**src/rtl/psram_pkg.sv**
```systemverilog
`timescale 1ns/1ps
// Shared PSRAM bus definitions: opcodes, responder states and the
// operation status enum used by both ends of the SPI/QSPI link.
package psram_pkg;

  localparam logic [7:0] CMD_SPI_WRITE  = 8'h02;
  localparam logic [7:0] CMD_SPI_READ   = 8'h03;
  localparam logic [7:0] CMD_QSPI_WRITE = 8'h38;
  localparam logic [7:0] CMD_QSPI_READ  = 8'hEB;

  typedef enum logic [2:0] {
    IDLE,
    CMD,
    ADDR,
    DUMMY,
    READ_DATA,
    WRITE_DATA,
    IGNORE
  } responder_state_t;

  typedef enum logic [1:0] {
    OP_IDLE,
    OP_BUSY,
    OP_DONE,
    OP_ERROR
  } operation_status_t;

  function automatic logic op_known(input logic [7:0] op);
    return (op == CMD_SPI_WRITE) || (op == CMD_SPI_READ) ||
           (op == CMD_QSPI_WRITE) || (op == CMD_QSPI_READ);
  endfunction

  function automatic logic op_quad(input logic [7:0] op);
    return (op == CMD_QSPI_WRITE) || (op == CMD_QSPI_READ);
  endfunction

  function automatic logic op_read(input logic [7:0] op);
    return (op == CMD_SPI_READ) || (op == CMD_QSPI_READ);
  endfunction

endpackage

```
**src/rtl/spi_pin_sync.sv**
```systemverilog
`timescale 1ns/1ps
// Two-flop synchronizer for the SPI pins plus sclk edge pulses.
// Reset parks everything low so a ce held low through reset is no fall.
module spi_pin_sync (
  input  logic       clk,
  input  logic       reset,
  input  logic       sclk,
  input  logic       ce,
  input  logic [3:0] sio_in,
  output logic       ce_n_s,
  output logic [3:0] sio_s,
  output logic       sclk_rise,
  output logic       sclk_fall
);

  // bit 5 = ce, bit 4 = sclk, bits 3:0 = sio
  logic [5:0] meta_q, meta_d;
  logic [5:0] sync_q, sync_d;
  logic       sclk_prev_q, sclk_prev_d;

  always_comb begin
    meta_d      = {ce, sclk, sio_in};
    sync_d      = meta_q;
    sclk_prev_d = sync_q[4];
  end

  always_ff @(posedge clk) begin
    if (reset) begin
      meta_q      <= '0;
      sync_q      <= '0;
      sclk_prev_q <= 1'b0;
    end else begin
      meta_q      <= meta_d;
      sync_q      <= sync_d;
      sclk_prev_q <= sclk_prev_d;
    end
  end

  assign ce_n_s    = sync_q[5];
  assign sio_s     = sync_q[3:0];
  assign sclk_rise = sync_q[4] & ~sclk_prev_q;
  assign sclk_fall = ~sync_q[4] & sclk_prev_q;

endmodule

```
**src/rtl/psram_spi_responder.sv**
```systemverilog
`timescale 1ns/1ps
// SPI/QSPI PSRAM target: decodes master frames from oversampled pins
// and drives a byte-wide memory port with read prefetch.
module psram_spi_responder
  import psram_pkg::*;
#(
  parameter int ADDR_WIDTH = 16,
  parameter int QREAD_WAIT = 6
) (
  input  logic                  sysclk,
  input  logic                  reset,
  input  logic                  sclk,
  input  logic                  ce,
  input  logic [3:0]            sio_in,
  output logic [3:0]            sio_out,
  output logic [3:0]            sio_oe,
  output logic [ADDR_WIDTH-1:0] mem_addr,
  output logic [7:0]            mem_wdata,
  output logic                  mem_we,
  output logic                  mem_re,
  input  logic [7:0]            mem_rdata,
  output logic                  busy,
  output logic                  cmd_error
);

  localparam logic [4:0] DUMMY_LAST = 5'(QREAD_WAIT - 1);
  localparam logic [ADDR_WIDTH-1:0] ADDR_ONE = ADDR_WIDTH'(1);

  logic       ce_n_s;
  logic [3:0] sio_s;
  logic       rise;
  logic       fall;

  spi_pin_sync u_sync (
    .clk       (sysclk),
    .reset     (reset),
    .sclk      (sclk),
    .ce        (ce),
    .sio_in    (sio_in),
    .ce_n_s    (ce_n_s),
    .sio_s     (sio_s),
    .sclk_rise (rise),
    .sclk_fall (fall)
  );

  responder_state_t state_q, state_d;
  logic [4:0]  cnt_q, cnt_d;
  logic        quad_q, quad_d;
  logic        rd_q, rd_d;
  logic [7:0]  sh_q, sh_d;
  logic [7:0]  rd_buf_q, rd_buf_d;
  logic [ADDR_WIDTH-2:0] addr_sh_q, addr_sh_d;
  logic [ADDR_WIDTH-1:0] mem_addr_q, mem_addr_d;
  logic [7:0]  mem_wdata_q, mem_wdata_d;
  logic        mem_we_q, mem_we_d;
  logic        mem_re_q, mem_re_d;
  logic        lat_q, lat_d;
  logic        busy_q, busy_d;
  logic        cmd_error_q, cmd_error_d;
  logic        ce_prev_q, ce_prev_d;
  logic [3:0]  sio_out_q, sio_out_d;
  logic [3:0]  sio_oe_q, sio_oe_d;

  logic [7:0]  sh_in;
  logic [7:0]  cmd_byte;
  logic [7:0]  out_byte;
  logic [ADDR_WIDTH-1:0] addr_in;
  logic [4:0]  last_addr;
  logic [4:0]  last_data;

  always_comb begin
    sh_in    = quad_q ? {sh_q[3:0], sio_s} : {sh_q[6:0], sio_s[0]};
    cmd_byte = {sh_q[6:0], sio_s[0]};
    addr_in  = quad_q ? {addr_sh_q[ADDR_WIDTH-5:0], sio_s}
                      : {addr_sh_q, sio_s[0]};
    out_byte  = (cnt_q == 5'd0) ? rd_buf_q : sh_q;
    last_addr = quad_q ? 5'd5 : 5'd23;
    last_data = quad_q ? 5'd1 : 5'd7;

    state_d     = state_q;
    cnt_d       = cnt_q;
    quad_d      = quad_q;
    rd_d        = rd_q;
    sh_d        = sh_q;
    rd_buf_d    = rd_buf_q;
    addr_sh_d   = addr_sh_q;
    mem_addr_d  = mem_addr_q;
    mem_wdata_d = mem_wdata_q;
    mem_we_d    = 1'b0;
    mem_re_d    = 1'b0;
    lat_d       = mem_re_q;
    cmd_error_d = 1'b0;
    ce_prev_d   = ce_n_s;
    sio_out_d   = sio_out_q;

    if (mem_we_q) mem_addr_d = mem_addr_q + ADDR_ONE;
    if (lat_q) rd_buf_d = mem_rdata;

    if (ce_n_s) begin
      state_d = IDLE;
      lat_d   = 1'b0;
    end else begin
      unique case (state_q)
        IDLE: begin
          if (ce_prev_q) begin
            state_d = CMD;
            cnt_d   = 5'd0;
          end
        end
        CMD: begin
          if (rise) begin
            sh_d  = cmd_byte;
            cnt_d = cnt_q + 5'd1;
            if (cnt_q == 5'd7) begin
              cnt_d  = 5'd0;
              quad_d = op_quad(cmd_byte);
              rd_d   = op_read(cmd_byte);
              if (op_known(cmd_byte)) begin
                state_d = ADDR;
              end else begin
                state_d     = IGNORE;
                cmd_error_d = 1'b1;
              end
            end
          end
        end
        ADDR: begin
          if (rise) begin
            addr_sh_d = addr_in[ADDR_WIDTH-2:0];
            cnt_d     = cnt_q + 5'd1;
            if (cnt_q == last_addr) begin
              cnt_d      = 5'd0;
              mem_addr_d = addr_in;
              if (!rd_q) begin
                state_d = WRITE_DATA;
              end else if (quad_q) begin
                state_d = DUMMY;
              end else begin
                state_d  = READ_DATA;
                mem_re_d = 1'b1;
              end
            end
          end
        end
        DUMMY: begin
          if (rise) begin
            cnt_d = cnt_q + 5'd1;
            if (cnt_q == 5'd0) mem_re_d = 1'b1;
            if (cnt_q == DUMMY_LAST) begin
              cnt_d   = 5'd0;
              state_d = READ_DATA;
            end
          end
        end
        READ_DATA: begin
          if (fall) begin
            // first unit of a byte comes from the prefetch buffer
            if (cnt_q == 5'd0) begin
              mem_addr_d = mem_addr_q + ADDR_ONE;
              mem_re_d   = 1'b1;
            end
            sio_out_d = quad_q ? out_byte[7:4]
                               : {2'b00, out_byte[7], 1'b0};
            sh_d  = quad_q ? {out_byte[3:0], 4'h0}
                           : {out_byte[6:0], 1'b0};
            cnt_d = (cnt_q == last_data) ? 5'd0 : cnt_q + 5'd1;
          end
        end
        WRITE_DATA: begin
          if (rise) begin
            sh_d  = sh_in;
            cnt_d = cnt_q + 5'd1;
            if (cnt_q == last_data) begin
              cnt_d       = 5'd0;
              mem_wdata_d = sh_in;
              mem_we_d    = 1'b1;
            end
          end
        end
        IGNORE: begin
          state_d = IGNORE;
        end
        default: state_d = IDLE;
      endcase
    end

    if (state_d == READ_DATA) begin
      sio_oe_d = quad_d ? 4'hF : 4'h2;
    end else begin
      sio_oe_d  = 4'h0;
      sio_out_d = 4'h0;
    end
    busy_d = (state_d != IDLE);
  end

  always_ff @(posedge sysclk) begin
    if (reset) begin
      state_q     <= IDLE;
      cnt_q       <= '0;
      quad_q      <= 1'b0;
      rd_q        <= 1'b0;
      sh_q        <= '0;
      rd_buf_q    <= '0;
      addr_sh_q   <= '0;
      mem_addr_q  <= '0;
      mem_wdata_q <= '0;
      mem_we_q    <= 1'b0;
      mem_re_q    <= 1'b0;
      lat_q       <= 1'b0;
      busy_q      <= 1'b0;
      cmd_error_q <= 1'b0;
      ce_prev_q   <= 1'b0;
      sio_out_q   <= '0;
      sio_oe_q    <= '0;
    end else begin
      state_q     <= state_d;
      cnt_q       <= cnt_d;
      quad_q      <= quad_d;
      rd_q        <= rd_d;
      sh_q        <= sh_d;
      rd_buf_q    <= rd_buf_d;
      addr_sh_q   <= addr_sh_d;
      mem_addr_q  <= mem_addr_d;
      mem_wdata_q <= mem_wdata_d;
      mem_we_q    <= mem_we_d;
      mem_re_q    <= mem_re_d;
      lat_q       <= lat_d;
      busy_q      <= busy_d;
      cmd_error_q <= cmd_error_d;
      ce_prev_q   <= ce_prev_d;
      sio_out_q   <= sio_out_d;
      sio_oe_q    <= sio_oe_d;
    end
  end

  assign sio_out   = sio_out_q;
  assign sio_oe    = sio_oe_q;
  assign mem_addr  = mem_addr_q;
  assign mem_wdata = mem_wdata_q;
  assign mem_we    = mem_we_q;
  assign mem_re    = mem_re_q;
  assign busy      = busy_q;
  assign cmd_error = cmd_error_q;

endmodule

```
**config.mk**
```make
export PLATFORM = sky130hd
export DESIGN_NAME = psram_spi_responder
export DESIGN_NICKNAME = d
export VERILOG_FILES = /design/src/rtl/psram_pkg.sv /design/src/rtl/spi_pin_sync.sv /design/src/rtl/psram_spi_responder.sv
export SDC_FILE = /design/constraint.sdc
export NUM_CORES = 1
export LEC_CHECK = 0
export CORE_MARGIN = 5
export CORE_UTILIZATION = 45
export DETAILED_ROUTE_END_ITERATION = 8
export GPL_TIMING_DRIVEN = 1
export MAX_ROUTING_LAYER = met4
export PLACE_DENSITY_LB_ADDON = 0.1
export SLEW_MARGIN = 5
export SYNTH_ARGS = -nofsm -noshare
export SYNTH_HDL_FRONTEND = slang
export SYNTH_SLANG_ARGS = --single-unit
```
**constraint.sdc**
```tcl
create_clock -name sysclk -period 6.1 [get_ports sysclk]
set_input_delay 1.83 -clock sysclk [delete_from_list [all_inputs] [get_ports sysclk]]
set_output_delay 1.83 -clock sysclk [all_outputs]
set_load 0.02 [all_outputs]
```
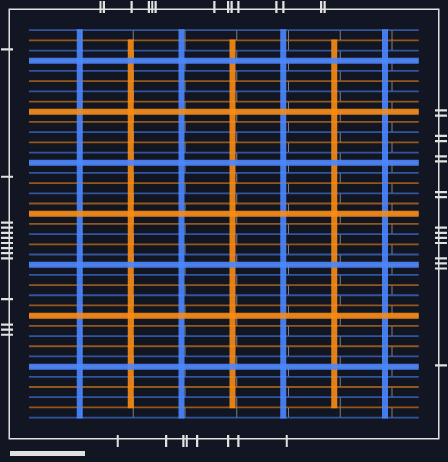
(supply network)
Scale bar: 20 um. Pins as bars on the die edge. Tap cells in gray.
legend:
  orange:
    net: VDD
  blue:
    net: VSS
tap cells: 140
signal pins: 52
met1 rails: 39

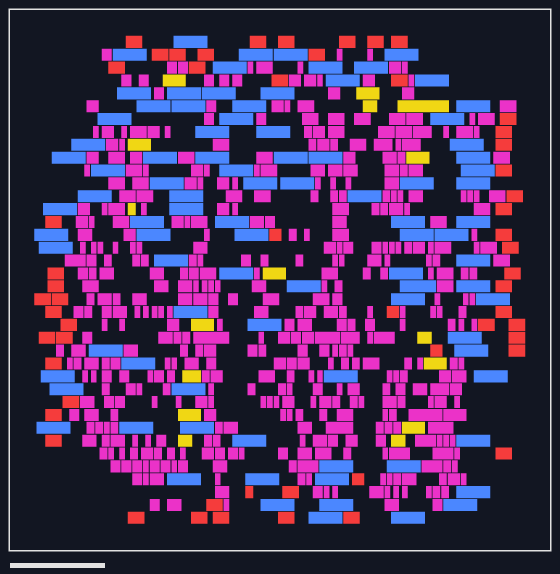
(cell classes on the final placement)
Scale bar: 20 um.
legend:
  red:
    class: other buffers and delay cells
    cells: 55
    share_of_their_area: 9.9%
  blue:
    class: flops
    cells: 90
    share_of_their_area: 33%
  magenta:
    class: all other logic
    cells: 455
    share_of_their_area: 53%
  yellow:
    class: clock drivers and dummy loads
    cells: 16
    share_of_their_area: 3.8%

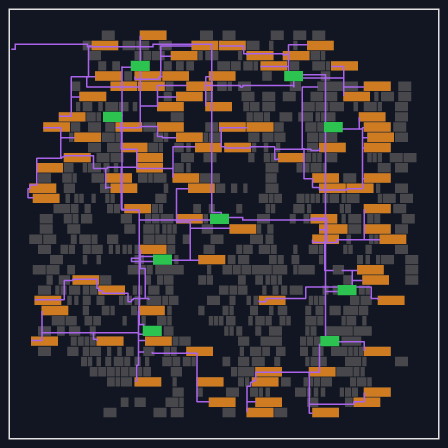
(routed clock nets over the placement)
legend:
  orange:
    item: flip-flops
    count: 90
  purple:
    item: clock wires
    length: 1240 um
  green:
    item: cells driving clock nets
    count: 9
flops lie: widely spread
routed clock nets: 10

==> results.json <==
{
  "top_cells_by_area": "dfxtp_1 (37%), mux2i_1 (8.8%), nor2_1 (6.8%)",
  "crit_path_start_kind": "input pin",
  "gr-usage-all-layers_pct": 21.4,
  "cp_common_cell": "o21ai_0",
  "fin_total_pwr_w": 0.00110,
  "crit_buf_inv": 2,
  "slowest_delay_ps": 790,
  "worstSetupPathType": "input pin to flop",
  "synthCells": 587,
  "io_pins": 52,
  "drcViolationCount": 0,
  "worstPathRequired_ps": 6350,
  "dp_hpwl_um": 9450,
  "place_congestion": 0.862,
  "startpoint": "reset",
  "place_area_um2": 5400,
  "tns_ps": 0,
  "fin_crit_ps": 3740,
  "cpMaxStageDelayCell": "buf_2",
  "busiest_layer": "met2",
  "synth_chip_area_um2": 4880,
  "reg2reg_to": "sh_q[6]$_SDFFE_PP0P_",
  "syn_nets": 607,
  "outcome": "completed",
  "period_used_pct": 61.4,
  "viasPerCell": 5.87,
  "numPortBuffers": 51,
  "endpoint_kind": "flop",
  "die-height_um": 114,
  "antenna_cells": 0,
  "row_count": 38,
  "clk_latency_ps": 380,
  "power.density_nw_per_um2": 196,
  "cts_hold_buf": 0
}
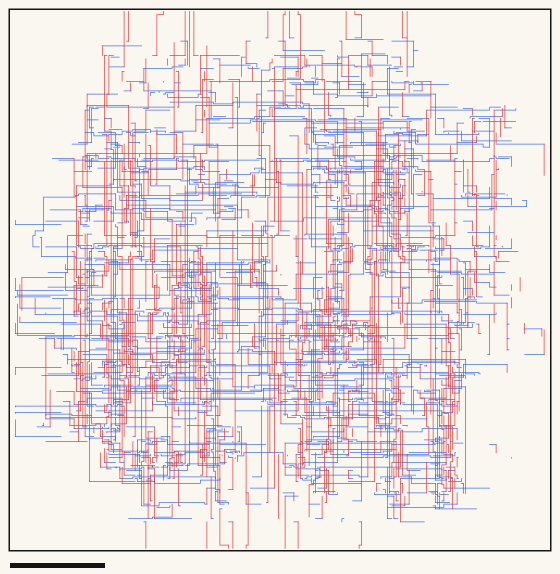
(signal wires by layer)
Scale bar: 20 um. Two of the layers only.
legend:
  red:
    layer: met2
    wire_length: 6200 um
  blue:
    layer: met1
    wire_length: 6030 um

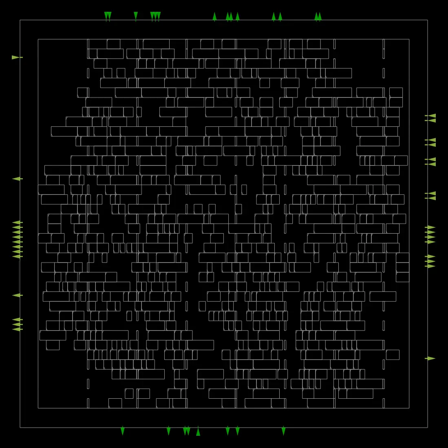
(placed standard cells)
FILL cells: 1067
final std cells w/o fill: 756
core area: 10700 um^2

-- flip-flops by register name (all words and copies together), names as in the netlist, 2 cells and up --
name / count
mem_addr: 16
addr_sh_q: 15
mem_wdata: 8
rd_buf_q: 8
sh_q: 8
u_sync.meta_q: 6
u_sync.sync_q: 6
cnt_q: 5
sio_out: 4
state_q: 3
sio_oe: 2
-- how the worst max path moves through the flow --
| stage | cells past startpoint | to |
|---|---|---|
| 6_report | 6 | mem_addr[5]$_SDFF_PP0_ |
| 5_1_grt | 6 | mem_addr[3]$_SDFF_PP0_ |
| 4_1_cts | 6 | mem_addr[5]$_SDFF_PP0_ |
| 3_5_place_dp | 6 | mem_addr[5]$_SDFF_PP0_ |
| 3_3_place_gp | 6 | mem_addr[5]$_SDFF_PP0_ |
| 2_1_floorplan | 6 | mem_addr[6]$_SDFF_PP0_ |
-- layer usage --
metal,vias to the layer above,routed length [um]
met2,136,6200
met1,2108,6030
li1,2164,-
met4,0,459
met5,-,0
met3,30,644
-- final cells by class --
class / instances / share of cell area, %
Multi-Input combinational cell: 442 / 50.6
Timing Repair Buffer: 55 / 9.56
Clock buffer: 9 / 2.21
Tap cell: 140 / 3.13
Sequential cell: 90 / 32.2
Clock inverter: 7 / 1.45
Inverter: 13 / 0.871
-- placed cells by master, fill, tap and decap left out, drive strengths merged, types with 3 or more instances in the layout --
master,n
a22oi,3
inv,18
a221oi,7
xnor2,14
mux2i,43
o31ai,4
buf,5
a211oi,23
and2,3
nand2b,7
or3b,4
clkbuf,9
nor2,89
o21ai,26
a22o,4
nand3,23
nand4,7
clkdlybuf4s50,50
nor2b,14
ha,4
or2,3
o311ai,3
nor3b,5
a21oi,28
nor3,11
dfxtp,90
xor2,8
nand2,42
nor4,4
a31oi,5
o22ai,18
mux2,3
-- report_power, final --
group,internal [W],switching (W)
logic,0.0000226,0.0000292
registers,0.000594,0.00000891
clock network,0.000198,0.000243
total,0.000814,0.000281
-- synth_stat cells (all sizes together) (5+ instances only) --
cell	instances
a211oi	23
a21oi	28
a221oi	7
a31oi	5
buf	21
clkbuf	21
dfxtp	90
inv	13
mux2i	43
nand2	42
nand2b	7
nand3	23
nand4	7
nor2	89
nor2b	14
nor3	11
nor3b	5
o21ai	26
o22ai	18
xnor2	14
xor2	8
-- cell families after synthesis --
logic type	after synthesis	share of synthesized area [%]
buffers and inverters	55	5.23
adder cells (fa/ha/maj)	4	1.02
multiplexers	46	9.50
AND/OR/NAND/NOR	225	22.9
flip-flops	90	36.9
XOR/XNOR	22	3.94
AND-OR/OR-AND	145	20.5
-- through the flow --
step	instances	hold WS, ps	util, %
CTS	756	447	52.1
global placement	740	419	50.2
floorplan	587	414	-
global route	756	469	52.1
finish	756	448	52.1
detailed placement	740	423	50.2
